`src/rtl/tc_pl_cap_pkg.sv`:
```
// rtl/tc_pl_cap_pkg.sv - shared types and trailer layout for the PL capture CRC scheduler
// Holds the scheduler state enum, channel-id width and trailer field positions.
package tc_pl_cap_pkg;

   localparam int CH_ID_W = 4;

   localparam logic [7:0] TRL_MARKER = 8'hC5;

   localparam int TRL_MARK_LSB = 56;
   localparam int TRL_CH_LSB   = 52;
   localparam int TRL_OVF_BIT  = 51;
   localparam int TRL_CNT_LSB  = 32;
   localparam int TRL_CRC_LSB  = 0;

   typedef enum logic [1:0] {
      IDLE     = 2'd0,
      DATA     = 2'd1,
      WAIT_CRC = 2'd2,
      TRAILER  = 2'd3
   } state_t;

   function automatic logic [63:0] pack_trailer(
      input logic [CH_ID_W-1:0] ch,
      input logic               ovf,
      input logic [15:0]        cnt,
      input logic [31:0]        crc
   );
      logic [63:0] t;
      t = '0;
      t[TRL_MARK_LSB +: 8]       = TRL_MARKER;
      t[TRL_CH_LSB +: CH_ID_W]   = ch;
      t[TRL_OVF_BIT]             = ovf;
      t[TRL_CNT_LSB +: 16]       = cnt;
      t[TRL_CRC_LSB +: 32]       = crc;
      return t;
   endfunction

endpackage

```
`src/rtl/tc_pl_cap_rr_arb.sv`:
```
// rtl/tc_pl_cap_rr_arb.sv - combinational round-robin channel pick
// Returns the first requester strictly after last_grant, wrapping to the lowest requester.
module tc_pl_cap_rr_arb
   import tc_pl_cap_pkg::*;
#(
   parameter int CH_NUM = 8
) (
   input  logic [CH_NUM-1:0]  req,
   input  logic [CH_ID_W-1:0] last_grant,
   output logic [CH_ID_W-1:0] grant,
   output logic               any_req
);

   logic               found_hi;
   logic               found_lo;
   logic [CH_ID_W-1:0] grant_hi;
   logic [CH_ID_W-1:0] grant_lo;

   always_comb begin
      found_hi = 1'b0;
      found_lo = 1'b0;
      grant_hi = '0;
      grant_lo = '0;
      for (int c = 0; c < CH_NUM; c++) begin
         if (req[c] && !found_lo) begin
            found_lo = 1'b1;
            grant_lo = CH_ID_W'(c);
         end
         if (req[c] && !found_hi && (CH_ID_W'(c) > last_grant)) begin
            found_hi = 1'b1;
            grant_hi = CH_ID_W'(c);
         end
      end
      any_req = found_lo;
      grant   = found_hi ? grant_hi : grant_lo;
   end

endmodule

```
`src/rtl/tc_pl_cap_crc_sched.sv`:
```
// rtl/tc_pl_cap_crc_sched.sv - round-robin frame scheduler feeding the 64-bit CRC32 engine
// Optional frame/overflow statistics are built when CAP_CRC_STAT_EN is defined.
module tc_pl_cap_crc_sched
   import tc_pl_cap_pkg::*;
#(
   parameter int CH_NUM    = 8,
   parameter int CRC_LAT   = 1,
   parameter int FRAME_MAX = 1024
) (
   input  logic                   clk,
   input  logic                   rst,
   input  logic [CH_NUM-1:0]      s_valid,
   output logic [CH_NUM-1:0]      s_ready,
   input  logic [CH_NUM*64-1:0]   s_data,
   input  logic [CH_NUM-1:0]      s_last,
   output logic                   m_valid,
   input  logic                   m_ready,
   output logic [63:0]            m_data,
   output logic                   m_last,
   output logic                   crc_en,
   output logic [63:0]            crc_data,
   output logic                   crc_data_valid,
   input  logic [31:0]            crc32,
   output logic                   busy,
   output logic [CH_ID_W-1:0]     cur_ch,
   output logic [31:0]            frame_cnt,
   output logic [15:0]            ovf_cnt
);

   localparam logic [15:0]        CNT_CAP  = 16'(FRAME_MAX - 1);
   localparam logic [2:0]         WAIT_END = 3'(CRC_LAT - 1);
   localparam logic [CH_ID_W-1:0] LG_RST   = CH_ID_W'(CH_NUM - 1);

   state_t             state;
   logic [CH_ID_W-1:0] grant_q;
   logic [CH_ID_W-1:0] last_grant;
   logic [CH_ID_W-1:0] arb_grant;
   logic               arb_any;
   logic [15:0]        word_cnt;
   logic               ovf;
   logic [2:0]         wait_cnt;
   logic [63:0]        trailer;

   logic               sel_valid;
   logic               sel_last;
   logic [63:0]        sel_data;
   logic               xfer;

   tc_pl_cap_rr_arb #(.CH_NUM(CH_NUM)) u_arb (
      .req        (s_valid),
      .last_grant (last_grant),
      .grant      (arb_grant),
      .any_req    (arb_any)
   );

   always_comb begin
      sel_valid = 1'b0;
      sel_last  = 1'b0;
      sel_data  = '0;
      s_ready   = '0;
      for (int c = 0; c < CH_NUM; c++) begin
         if (grant_q == CH_ID_W'(c)) begin
            sel_valid  = s_valid[c];
            sel_last   = s_last[c];
            sel_data   = s_data[64*c +: 64];
            s_ready[c] = (state == DATA) && m_ready;
         end
      end
   end

   // Payload is a combinational passthrough; only the trailer is registered.
   always_comb begin
      m_valid        = 1'b0;
      m_data         = '0;
      m_last         = 1'b0;
      crc_data       = '0;
      crc_data_valid = 1'b0;
      case (state)
         DATA: begin
            m_valid        = sel_valid;
            m_data         = sel_data;
            crc_data       = sel_data;
            crc_data_valid = sel_valid && m_ready;
         end
         TRAILER: begin
            m_valid = 1'b1;
            m_last  = 1'b1;
            m_data  = trailer;
         end
         default: ;
      endcase
   end

   assign xfer   = (state == DATA) && sel_valid && m_ready;
   assign crc_en = (state != IDLE);
   assign busy   = (state != IDLE);
   assign cur_ch = grant_q;

   always_ff @(posedge clk) begin
      if (rst) begin
         state      <= IDLE;
         grant_q    <= '0;
         last_grant <= LG_RST;
         word_cnt   <= '0;
         ovf        <= 1'b0;
         wait_cnt   <= '0;
         trailer    <= '0;
      end else begin
         case (state)
            IDLE: begin
               if (arb_any) begin
                  grant_q <= arb_grant;
                  state   <= DATA;
               end
            end
            DATA: begin
               if (xfer) begin
                  word_cnt <= word_cnt + 16'd1;
                  if (sel_last || (word_cnt == CNT_CAP)) begin
                     ovf      <= (word_cnt == CNT_CAP);
                     wait_cnt <= '0;
                     state    <= WAIT_CRC;
                  end
               end
            end
            WAIT_CRC: begin
               if (wait_cnt == WAIT_END) begin
                  trailer <= pack_trailer(grant_q, ovf, word_cnt, crc32);
                  state   <= TRAILER;
               end else begin
                  wait_cnt <= wait_cnt + 3'd1;
               end
            end
            TRAILER: begin
               if (m_ready) begin
                  last_grant <= grant_q;
                  word_cnt   <= '0;
                  ovf        <= 1'b0;
                  state      <= IDLE;
               end
            end
            default: state <= IDLE;
         endcase
      end
   end

`ifdef CAP_CRC_STAT_EN
   logic [31:0] frame_q;
   logic [15:0] ovf_q;

   always_ff @(posedge clk) begin
      if (rst) begin
         frame_q <= '0;
         ovf_q   <= '0;
      end else if ((state == TRAILER) && m_ready) begin
         frame_q <= frame_q + 32'd1;
         if (ovf && (ovf_q != 16'hFFFF)) begin
            ovf_q <= ovf_q + 16'd1;
         end
      end
   end

   assign frame_cnt = frame_q;
   assign ovf_cnt   = ovf_q;
`else
   assign frame_cnt = '0;
   assign ovf_cnt   = '0;
`endif

endmodule

```
`config.mk`:
```
export PLATFORM = sky130hd
export DESIGN_NAME = tc_pl_cap_crc_sched
export DESIGN_NICKNAME = d
export VERILOG_FILES = /design/src/rtl/tc_pl_cap_pkg.sv /design/src/rtl/tc_pl_cap_rr_arb.sv /design/src/rtl/tc_pl_cap_crc_sched.sv
export SDC_FILE = /design/constraint.sdc
export NUM_CORES = 1
export LEC_CHECK = 0
export CORE_AREA = 2 2 291 293
export DETAILED_ROUTE_END_ITERATION = 10
export DIE_AREA = 0 0 293 295
export PLACE_DENSITY = 0.38
export RECOVER_POWER = 50
export SLEW_MARGIN = 10
export SYNTH_ARGS = -nofsm -noshare
export SYNTH_HDL_FRONTEND = slang
export SYNTH_HIERARCHICAL = 1
export SYNTH_SLANG_ARGS = --single-unit
```
`constraint.sdc`:
```
create_clock -name clk -period 3.2 [get_ports clk]
set_input_delay 0.64 -clock clk [delete_from_list [all_inputs] [get_ports clk]]
set_output_delay 0.64 -clock clk [all_outputs]
set_load 0.02 [all_outputs]
```
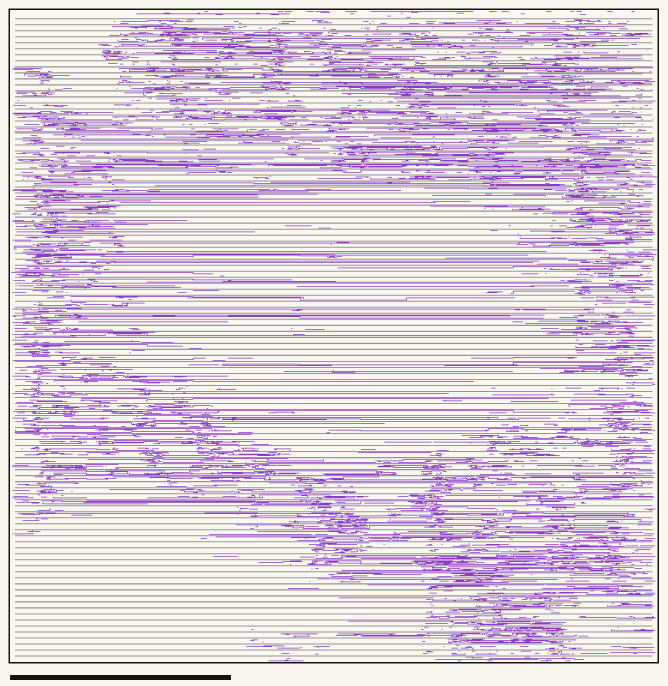
(images/layer_met1.png)
Scale bar: 100 um. Supply wires on this layer in gray.
share of all routed wire	44%
main direction	horizontal
longest straight run	216 um
wire length on this layer	38.3 mm
nets with wire on the layer	2421

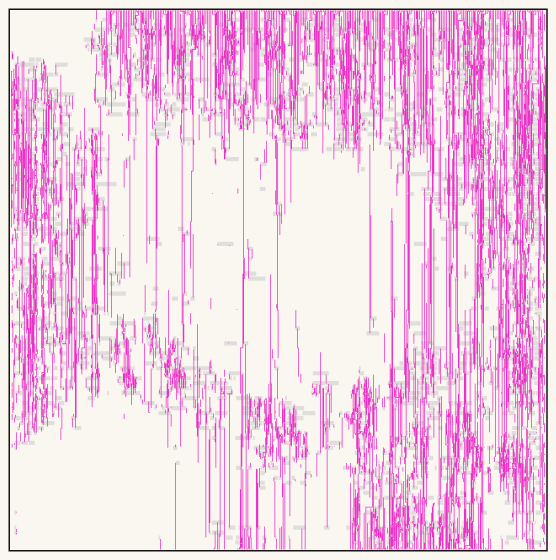
(images/layer_met2.png)
Cells faint in the background.
wire length on this layer	41.2 mm
share of all routed wire	47%
longest straight run	136 um
nets with wire on the layer	2357
main direction	vertical
WL final: 88.0 mm
via count: 13500

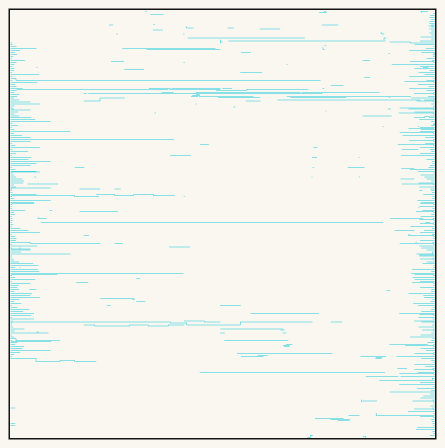
(images/layer_met3.png)
share of all routed wire	7.5%
main direction	horizontal
nets with wire on the layer	468
wire length on this layer	6600 um
longest straight run	236 um

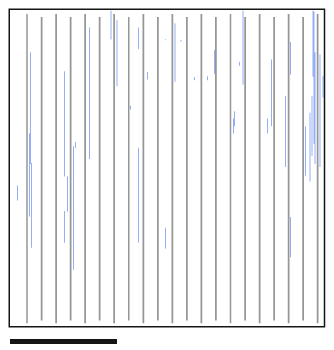
(images/layer_met4.png)
Scale bar: 100 um. Supply wires on this layer in gray.
nets with wire on the layer	29
main direction	vertical
wire length on this layer	1870 um
share of all routed wire	2.1%

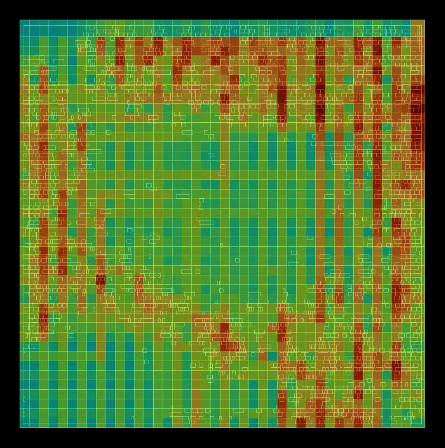
(images/congestion.png)
WL per Instance: 27.3 um
Top Usage Layer GRT: met2
GRT Util Overall: 0.191

==> run summary <==
run metrics: outcome=complete, but fails checks, failing checks=negative setup slack, TritonCTS clock tree=built, met2 Use GR=0.308, layout cells sized above 1=0.330, # Taps=1080, # setup viols final=11, die width=293 um, fill cell count=8957, FF-to-FF End=trailer[43], clock network fraction of design power=0.103, hold path start=trailer[22], top-count cell post-synth=nand2_1, CTS sink count=84, sequential cell area=1700 um^2, Max Transition Viols Final=0, worst min-delay path endpoint=trailer[22], final net count=2696, r2r startpoint=state[0], first-iteration detailed-routing DRC count=663, # diodes=18, CP max FO=7, Dominant cell area share=0.190, Init Core Util=0.106, NetSw=5670 uW, fin crit period=3290 ps, switching portion of total power=0.469, Slowest Stage Delay on Critical Path=440 ps, critical path's top delay family=buffers and inverters, Synth Seq Share=0.190, PD cells=551 nW/um^2, Synth Warn #=6, Top logic family=AND-OR/OR-AND gates, Top cells excl fill/tap=568 x clkdlybuf4s50_1, 239 x buf_4, 158 x nand2_1, global placer's final weighted congestion=0.871, GRT overflow=0, synth unique cells=70, M1 GR Usage=0.250, Root Driver=clkbuf_16, Post-Syn Area=8850 um^2, Cell Int Power=6430 uW, largest net degree at the start of global routing=51, Yosys top cell by area=dfxtp_1, vias in the first global route=13900, critical path's slowest cell=dfxtp_4, die area=86400 um^2, dpl cells=3083, Complex Gates by Area=0.402, Setup crit end=m_data[35], Dominant flop cell=dfxtp_1, flop-to-flop setup slack=180 ps, proportion of cell area occupied by registers=0.0772, clkbuf count=9, FP Rows=106, port bufs=707, Worst Setup End Kind=output port, met3 Use GR=0.0471, hold depth=2, highest clock rate=304 MHz, Max-cap violations=0, top cells by count, synth=162 x nand2_1, 125 x a21oi_1, 106 x mux2i_1, Adder Share, Synth=0.0113, number of logic gates=963, seq_cells=84, most numerous logic cell after layout=clkdlybuf4s50_1, Static Leak=0.00851 uW, Syn Area/Cell=7.44 um^2, Worst Reg-to-Reg Cells=7, uppermost routed layer=met5, Stages on worst setup path=13, Crit path required time=2560 ps, hold buffer count at CTS=0, ys cells=1190, top cells by area=dfxtp_1 19%, mux2i_1 12%, a21oi_1 7.1%, nand2_1 6.9%, o2bb2ai_1 6.4%, Non-CTS inverters=24, final period utilization=1.03, Gate Count Post-Synth=1190, worst hold path type=flop to flop, measured slew at the worst slew-check pin=770 ps, post-synthesis mux area share=0.138, Max-area cell class=non-clock buffers, RSZ-0062 raised after global routing=true, HPWL Detailed=70.7 mm, setup TNS=-388 ps, WP data arrival=2650 ps, post-route ant nets=0, final worst setup slack=-87.4 ps, startpoint types=flop, htree depth=3, Slew HR=0.487, crit-path cells=buf_12 -> nor2b_4 -> buf_12 -> buf_12 -> buf_6 -> buf_6 -> o2bb2ai_4 -> o2bb2ai_2 -> mux2i_2 -> a21oi_2 -> buf_4 -> a21o_1 -> buf_6, critical path type=flop to output port, worst setup path startpoint=cur_ch[1], CTS clk-pin slew, worst paths=70 ps, simple share=0.137, xor+xnor area frac=0.0139, Max Buffers Root-to-Sink=2, DR DRC count=0, vias per cell=4.19, Worst-Skew Late Latency=390 ps, post-CTS sizing=612, Pre-antenna DRT Iters=5, initial antenna violation count=32, first-pass GRT wire length=114 mm, Seq cells post-synth=84, bufs w/o clock=1043, multi-input gate share of the layout cell area=0.362, met2 WL=41.2 mm
==> power by group through the flow <==
stage          clock, uW  sequential (uW)  combinational [uW]
6_report            1250             1280                9570
2_1_floorplan          0             1260                3180
3_3_place_gp           0             1290                7930
4_1_cts             1310             1280                9090
5_1_grt             1330             1300               10100
3_5_place_dp           0             1290                7920
==> through the flow <==
step	cell area (um^2)	hold slack [ps]	setup WS (ps)	utilization	total power [uW]
after detailed placement	18800	447	-602	0.226	9210
after floorplan	9030	437	112	-	4430
final	22000	458	-87.4	0.264	12100
after global routing	22000	479	-169	0.264	12800
after CTS	21100	457	-170	0.253	11700
after global placement	18800	443	-629	0.226	9220
==> state kept, by name, indices dropped and copies added (netlist names) <==
register	flops
wait_cnt	3
last_grant	4
trailer	54
word_cnt	16
ovf	1
cur_ch	4
state	2
Power is estimated from default activity; no workload was simulated.
